### Metal 1

Supply wires on this layer in gray.
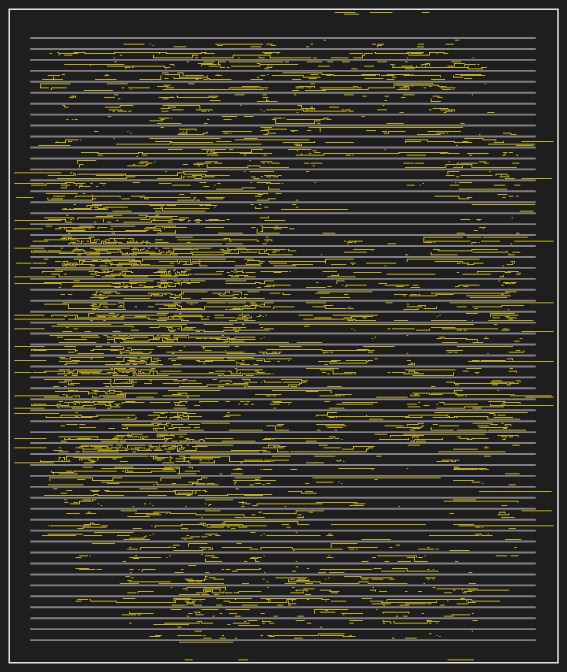
### Wiring heat map

27 x 32 tiles, from black (low) to pale yellow (high), scaled to the fullest tile. Values are wire area over tile area, all layers added.
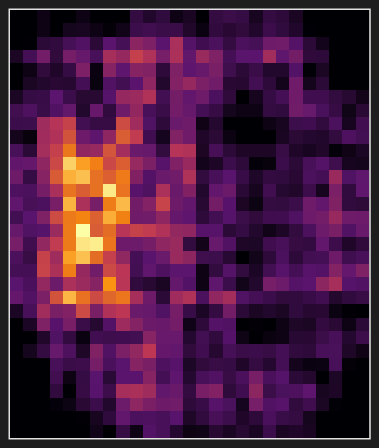
### Placed standard cells

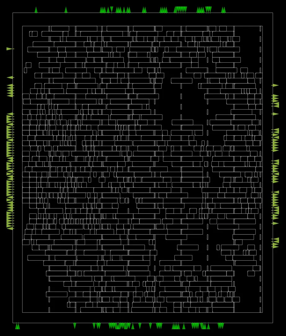
<file path="src/rtl/rv_core_pkg.sv">
// Shared RV32 core definitions: datapath widths, reset PC and the fetch-buffer entry type.
package rv_core_pkg;

  localparam int              XLEN     = 32;
  localparam logic [XLEN-1:0] RESET_PC = 32'h0000_0000;
  localparam int              INST_W   = 32;
  localparam int              OPCODE_W = 7;

  // One buffered fetch result: instruction word and the address it came from
  typedef struct packed {
    logic [INST_W-1:0] inst;
    logic [XLEN-1:0]   pc;
  } fetch_entry_t;

  // Major opcode field that decode uses to drive the control unit
  function automatic logic [OPCODE_W-1:0] opcode_of(input logic [INST_W-1:0] i_inst);
    return i_inst[OPCODE_W-1:0];
  endfunction

endpackage

</file>
<file path="src/rtl/fetch_fifo.sv">
// Synchronous FIFO with flush; pointers and count reset asynchronously, storage is not reset.
module fetch_fifo #(
  parameter int DEPTH = 2,
  parameter int WIDTH = 64
) (
  input  logic                     clk,
  input  logic                     rst_n,
  input  logic                     i_push,
  input  logic [WIDTH-1:0]         i_data,
  input  logic                     i_pop,
  input  logic                     i_flush,
  output logic [WIDTH-1:0]         o_data,
  output logic                     o_full,
  output logic                     o_empty,
  output logic [$clog2(DEPTH):0]   o_count
);

  localparam int AW = $clog2(DEPTH);
  localparam int CW = AW + 1;

  logic [WIDTH-1:0] r_mem [DEPTH];
  logic [AW-1:0]    r_wr_ptr;
  logic [AW-1:0]    r_rd_ptr;
  logic [CW-1:0]    r_count;
  logic             w_push;
  logic             w_pop;

  assign o_full  = (r_count == CW'(DEPTH));
  assign o_empty = (r_count == '0);
  assign o_count = r_count;
  assign o_data  = r_mem[r_rd_ptr];

  // A flush discards everything, so it also cancels a same-cycle push or pop
  assign w_pop  = i_pop && !o_empty && !i_flush;
  assign w_push = i_push && (!o_full || w_pop) && !i_flush;

  // Storage write; contents are qualified by the count, so no reset is needed
  always_ff @(posedge clk) begin
    if (w_push) r_mem[r_wr_ptr] <= i_data;
  end

  // Pointer and occupancy bookkeeping, flush has priority
  always_ff @(posedge clk or negedge rst_n) begin
    if (!rst_n) begin
      r_wr_ptr <= '0;
      r_rd_ptr <= '0;
      r_count  <= '0;
    end else if (i_flush) begin
      r_wr_ptr <= '0;
      r_rd_ptr <= '0;
      r_count  <= '0;
    end else begin
      if (w_push) r_wr_ptr <= r_wr_ptr + AW'(1);
      if (w_pop)  r_rd_ptr <= r_rd_ptr + AW'(1);
      case ({w_push, w_pop})
        2'b10:   r_count <= r_count + CW'(1);
        2'b01:   r_count <= r_count - CW'(1);
        default: r_count <= r_count;
      endcase
    end
  end

endmodule

</file>
<file path="src/rtl/fetch_unit.sv">
// RV32 instruction fetch: PC, credit-limited imem requests, stale-response dropping
// after redirects, and an in-order {inst, pc} buffer toward decode.
module fetch_unit #(
  parameter int              XLEN       = 32,
  parameter logic [XLEN-1:0] RESET_PC   = rv_core_pkg::RESET_PC,
  parameter int              FIFO_DEPTH = 2
) (
  input  logic            clk,
  input  logic            rst_n,
  output logic            imem_req_valid,
  input  logic            imem_req_ready,
  output logic [XLEN-1:0] imem_req_addr,
  input  logic            imem_rsp_valid,
  input  logic [31:0]     imem_rsp_data,
  input  logic            redirect_valid,
  input  logic [XLEN-1:0] redirect_pc,
  output logic            inst_valid,
  input  logic            inst_ready,
  output logic [31:0]     inst,
  output logic [XLEN-1:0] inst_pc
);

  import rv_core_pkg::*;

  localparam int          AW      = $clog2(FIFO_DEPTH);
  localparam int          CW      = AW + 1;
  localparam int          EW      = INST_W + XLEN;
  localparam logic [CW:0] DEPTH_C = (CW+1)'(FIFO_DEPTH);

  logic [XLEN-1:0] r_pc;
  logic [CW-1:0]   r_inflight;
  logic [CW-1:0]   r_drop;
  logic [XLEN-1:0] r_pcq [FIFO_DEPTH];
  logic [AW-1:0]   r_pcq_wr;
  logic [AW-1:0]   r_pcq_rd;

  logic            w_req_fire;
  logic            w_rsp_keep;
  logic            w_fifo_full;
  logic            w_fifo_empty;
  logic [CW-1:0]   w_fifo_count;
  logic [CW:0]     w_credit_used;
  logic [EW-1:0]   w_fifo_wdata;
  logic [EW-1:0]   w_fifo_rdata;
  logic [XLEN-1:0] w_redirect_tgt;

  assign w_redirect_tgt = redirect_pc & ~XLEN'(3);

  // Outstanding requests (including ones marked for dropping) plus buffered entries
  // may never exceed the buffer size, so every response has a slot waiting for it.
  assign w_credit_used  = {1'b0, r_inflight} + {1'b0, w_fifo_count};
  assign imem_req_valid = rst_n && !redirect_valid && (w_credit_used < DEPTH_C);
  assign imem_req_addr  = r_pc;
  assign w_req_fire     = imem_req_valid && imem_req_ready;

  // Responses are kept only when nothing stale is still ahead of them
  assign w_rsp_keep   = imem_rsp_valid && (r_drop == '0) && !redirect_valid;
  assign w_fifo_wdata = {imem_rsp_data, r_pcq[r_pcq_rd]};

  // Zero the outputs while empty so stale storage never leaks toward decode
  assign inst_valid = !w_fifo_empty;
  assign inst       = w_fifo_empty ? '0 : w_fifo_rdata[EW-1:XLEN];
  assign inst_pc    = w_fifo_empty ? '0 : w_fifo_rdata[XLEN-1:0];

  // Program counter: redirect wins, otherwise advance by one word per accepted request
  always_ff @(posedge clk or negedge rst_n) begin
    if (!rst_n) begin
      r_pc <= RESET_PC;
    end else if (redirect_valid) begin
      r_pc <= w_redirect_tgt;
    end else if (w_req_fire) begin
      r_pc <= r_pc + XLEN'(4);
    end
  end

  // In-flight and drop counters; on redirect everything still outstanding becomes stale
  always_ff @(posedge clk or negedge rst_n) begin
    if (!rst_n) begin
      r_inflight <= '0;
      r_drop     <= '0;
    end else begin
      r_inflight <= r_inflight + CW'(w_req_fire) - CW'(imem_rsp_valid);
      if (redirect_valid) begin
        r_drop <= r_inflight - CW'(imem_rsp_valid);
      end else if (imem_rsp_valid && (r_drop != '0)) begin
        r_drop <= r_drop - CW'(1);
      end
    end
  end

  // Issued-address queue storage: one entry per request, consumed by its response
  always_ff @(posedge clk) begin
    if (w_req_fire) r_pcq[r_pcq_wr] <= r_pc;
  end

  // Issued-address queue pointers; not flushed by redirect because stale responses still consume entries
  always_ff @(posedge clk or negedge rst_n) begin
    if (!rst_n) begin
      r_pcq_wr <= '0;
      r_pcq_rd <= '0;
    end else begin
      if (w_req_fire)     r_pcq_wr <= r_pcq_wr + AW'(1);
      if (imem_rsp_valid) r_pcq_rd <= r_pcq_rd + AW'(1);
    end
  end

  fetch_fifo #(
    .DEPTH (FIFO_DEPTH),
    .WIDTH (EW)
  ) u_fifo (
    .clk     (clk),
    .rst_n   (rst_n),
    .i_push  (w_rsp_keep),
    .i_data  (w_fifo_wdata),
    .i_pop   (inst_ready),
    .i_flush (redirect_valid),
    .o_data  (w_fifo_rdata),
    .o_full  (w_fifo_full),
    .o_empty (w_fifo_empty),
    .o_count (w_fifo_count)
  );

  // A response must always answer an outstanding request
  a_rsp_has_req: assert property (@(posedge clk) disable iff (!rst_n)
    imem_rsp_valid |-> (r_inflight != '0));

  // Credits guarantee a kept response never meets a full buffer
  a_no_push_full: assert property (@(posedge clk) disable iff (!rst_n)
    w_rsp_keep |-> !w_fifo_full);

endmodule

</file>
<file path="config.mk">
export PLATFORM = sky130hd
export DESIGN_NAME = fetch_unit
export DESIGN_NICKNAME = d
export VERILOG_FILES = /design/src/rtl/rv_core_pkg.sv /design/src/rtl/fetch_fifo.sv /design/src/rtl/fetch_unit.sv
export SDC_FILE = /design/constraint.sdc
export NUM_CORES = 1
export LEC_CHECK = 0
export CORE_AREA = 5 5 131 157
export DETAILED_ROUTE_END_ITERATION = 7
export DIE_AREA = 0 0 136 162
export GPL_TIMING_DRIVEN = 0
export PLACE_DENSITY = 0.76
export SETUP_SLACK_MARGIN = 0.4
export SLEW_MARGIN = 20
export SYNTH_ARGS = -nofsm -noshare
export SYNTH_HDL_FRONTEND = slang
export SYNTH_SLANG_ARGS = --single-unit
</file>
<file path="constraint.sdc">
create_clock -name clk -period 6.95 [get_ports clk]
set_input_delay 1.0425 -clock clk [delete_from_list [all_inputs] [get_ports clk]]
set_output_delay 1.0425 -clock clk [all_outputs]
set_load 0.01 [all_outputs]
</file>
==> impl_metrics.ini <==
; synthesis and place-and-route metrics
[global_routing]
global_route.peak_usage_layer = met2
grtUsageMet2_pct = 33.6
grt_use_total_pct = 19.2
groute.layer.met1.usage_pct = 23.0
gr-total-overflow = 0

[timing]
final_max_slew_violation_tally = 0
worst_hold_slack_ps = 467
hold_viol_final = 0
slew-limit-headroom_pct = 45.6
fin_crit_sh_pct = 56.8
clock_skew_ps = 12.2
setup-violations-final = 0
setup_repair_after_global_routing_missed_its_margin = false
tightest_slew_ps = 816

[critical_path]
crit_start = u_fifo.r_rd_ptr$_DFFE_PN0P_
rr_endpoint = r_pcq[0][7]$_DFFE_PP_
buffering_stage_count_on_the_worst_path_with_inverters_included = 3
critPathSlowestCell = sky130_fd_sc_hd__buf_1
crit-reg2reg-launch = u_fifo.o_count[0]$_DFFE_PN0P_
endpoint = inst_pc[26]
timing.critical_path.to_type = output pin
critPathMaxFanout = 10
slowest_delay_ps = 660
ff2ff_path_depth = 9
worst_path_cell_chain = clkbuf_1 -> buf_1 -> mux2i_1 -> nor2_1 -> clkdlybuf4s50_1

[synth]
yosys-stat-area_mm2 = 0.00923
yosysWarningCount = 0
top_cells_by_area = sky130_fd_sc_hd__edfxtp_1, sky130_fd_sc_hd__dfrtp_1, sky130_fd_sc_hd__mux2i_1, sky130_fd_sc_hd__mux2_2, sky130_fd_sc_hd__nor2_1
synthesis.area_per_instance_um2 = 14.7
postSynth.asyncResetShare_pct = 17.9
ys_top_cells_by_count = sky130_fd_sc_hd__edfxtp_1, sky130_fd_sc_hd__nor2_1, sky130_fd_sc_hd__mux2i_1, sky130_fd_sc_hd__dfrtp_1, sky130_fd_sc_hd__nand2_1
syn-instance-count = 627
dominantRegCellSynth = sky130_fd_sc_hd__edfxtp_1
synth.cell_area_mm2 = 0.00923
numSynthFlops = 224
synth_area_leader_cell = sky130_fd_sc_hd__edfxtp_1
ys_sh_xor_pct = 0.759
yosys.area.top_type_share_pct = 59.9
post-synth-top-count-cell = sky130_fd_sc_hd__edfxtp_1
synthSimpleGateAreaFrac_pct = 9.65
ys_sh_adder_pct = 0.895
aoi_share_pct = 5.17
synthTopLogicFamily = multiplexers
cells_in_synth_stat_txt = 627

[final_layout]
layout-drive-gt1-share_pct = 11.8
layoutNonFillerInstCount = 1100
fillerInstances = 1398
diodes = 0
final_nets = 904

[clock_tree]
post_cts_hold_buffer_count = 0
cts-buffers-inserted = 22
tritoncts = done
cts_resized = 0
h_tree_lvls = 1
clk_pin_slew_worst_paths_ps = 70

[place]
placed_cells_incl_taps = 1060
dp_hpwl_um = 15100

[job]
warnings = 28
cap_viol_max_count = 0

[die]
num_io_pins = 168
chipWidth_um = 136
die_height_um = 162
chip_area_mm2 = 0.0220
fp_core_util_pct = 49.1

[drt]
drt-total-wl_um = 21200
drt-initial-drc-count = 335
post_drt_wl_per_cell_um = 19.3
route.detailed.drc = 0
wl_met1_um = 8160
drt-vias-per-instance = 5.51
detailroute.wirelength.met3_um = 1710
first_pass_drt_iterations = 6
vias = 6057
met2RoutedLength_um = 10700
topRoutingLayerUsed = met4

[min_path]
hold_class = primary input to async pin

[power_and_ir_drop]
power_density_mw_per_mm2 = 292
max-vdd-ir-drop_mv = 0.187
p_leak_nw = 4.11

[status]
outcome = complete, no violations
## Picture notes: 'Metal 1'
nets with wire on the layer = 832
wire length on this layer = 8160 µm
share of all routed wire = 38%
main direction = horizontal

## Picture notes: 'Wiring heat map'
densest ninth of the die = west
mean over tiles = 0.16
nearly empty tiles = 12%
fullest tile = 0.73
tiles over half the peak = 7.3%

## Picture notes: 'Placed standard cells'
Final Util: 64.2%
count of sequential standard cells: 224
CORE AREA: 0.0188 mm²

worst min-delay path by stage:
stage,end,startpoint,cells past startpoint
floorplan,r_pcq_wr$_DFFE_PN0P_,r_pcq_wr$_DFFE_PN0P_,1
global placement,r_pcq_wr$_DFFE_PN0P_,r_pcq_wr$_DFFE_PN0P_,1
detailed placement,r_pcq_wr$_DFFE_PN0P_,r_pcq_wr$_DFFE_PN0P_,1
CTS,imem_req_addr[30]$_DFFE_PN0P_,rst_n,1
global route,imem_req_addr[30]$_DFFE_PN0P_,rst_n,1
finish,imem_req_addr[30]$_DFFE_PN0P_,rst_n,1
power by group:
part | internal, mW | total (mW) | switching [mW]
Sequential | 1.61 | 1.70 | 0.0905
Combinational | 0.338 | 0.679 | 0.341
Clock | 0.658 | 1.14 | 0.478
area by class of cell:
class	instances	area (µm²)	area share, %
Sequential cell	224	6530	54.1
Multi-Input combinational cell	363	2550	21.2
Timing Repair Buffer	174	1760	14.6
Clock buffer	31	656	5.44
Tap cell	256	320	2.66
Buffer	32	146	1.21
Clock inverter	9	48.8	0.405
Inverter	11	41.3	0.343
sequential cells by signal, indices dropped and copies added (netlist names):
signal and cells:
u_fifo.o_count 2, r_pcq_rd 1, r_pcq_wr 1, imem_req_addr 30
u_fifo.r_wr_ptr 1, u_fifo.r_rd_ptr 1, r_pcq 60, u_fifo.r_mem 124
r_drop 2, r_inflight 2
metrics by stage:
step / power (mW) / setup TNS (ps) / cell area (µm²) / setup WS, ps
2_1_floorplan: 2.09 / 0 / 9240 / 672
3_3_place_gp: 2.36 / -153950 / 11200 / -2490
3_5_place_dp: 2.41 / 0 / 11300 / 3000
4_1_cts: 3.55 / 0 / 12100 / 2920
5_1_grt: 3.66 / 0 / 12100 / 2780
6_report: 3.52 / 0 / 12100 / 3000
Power figures rest on the tool's default switching activity, not on a simulated workload.
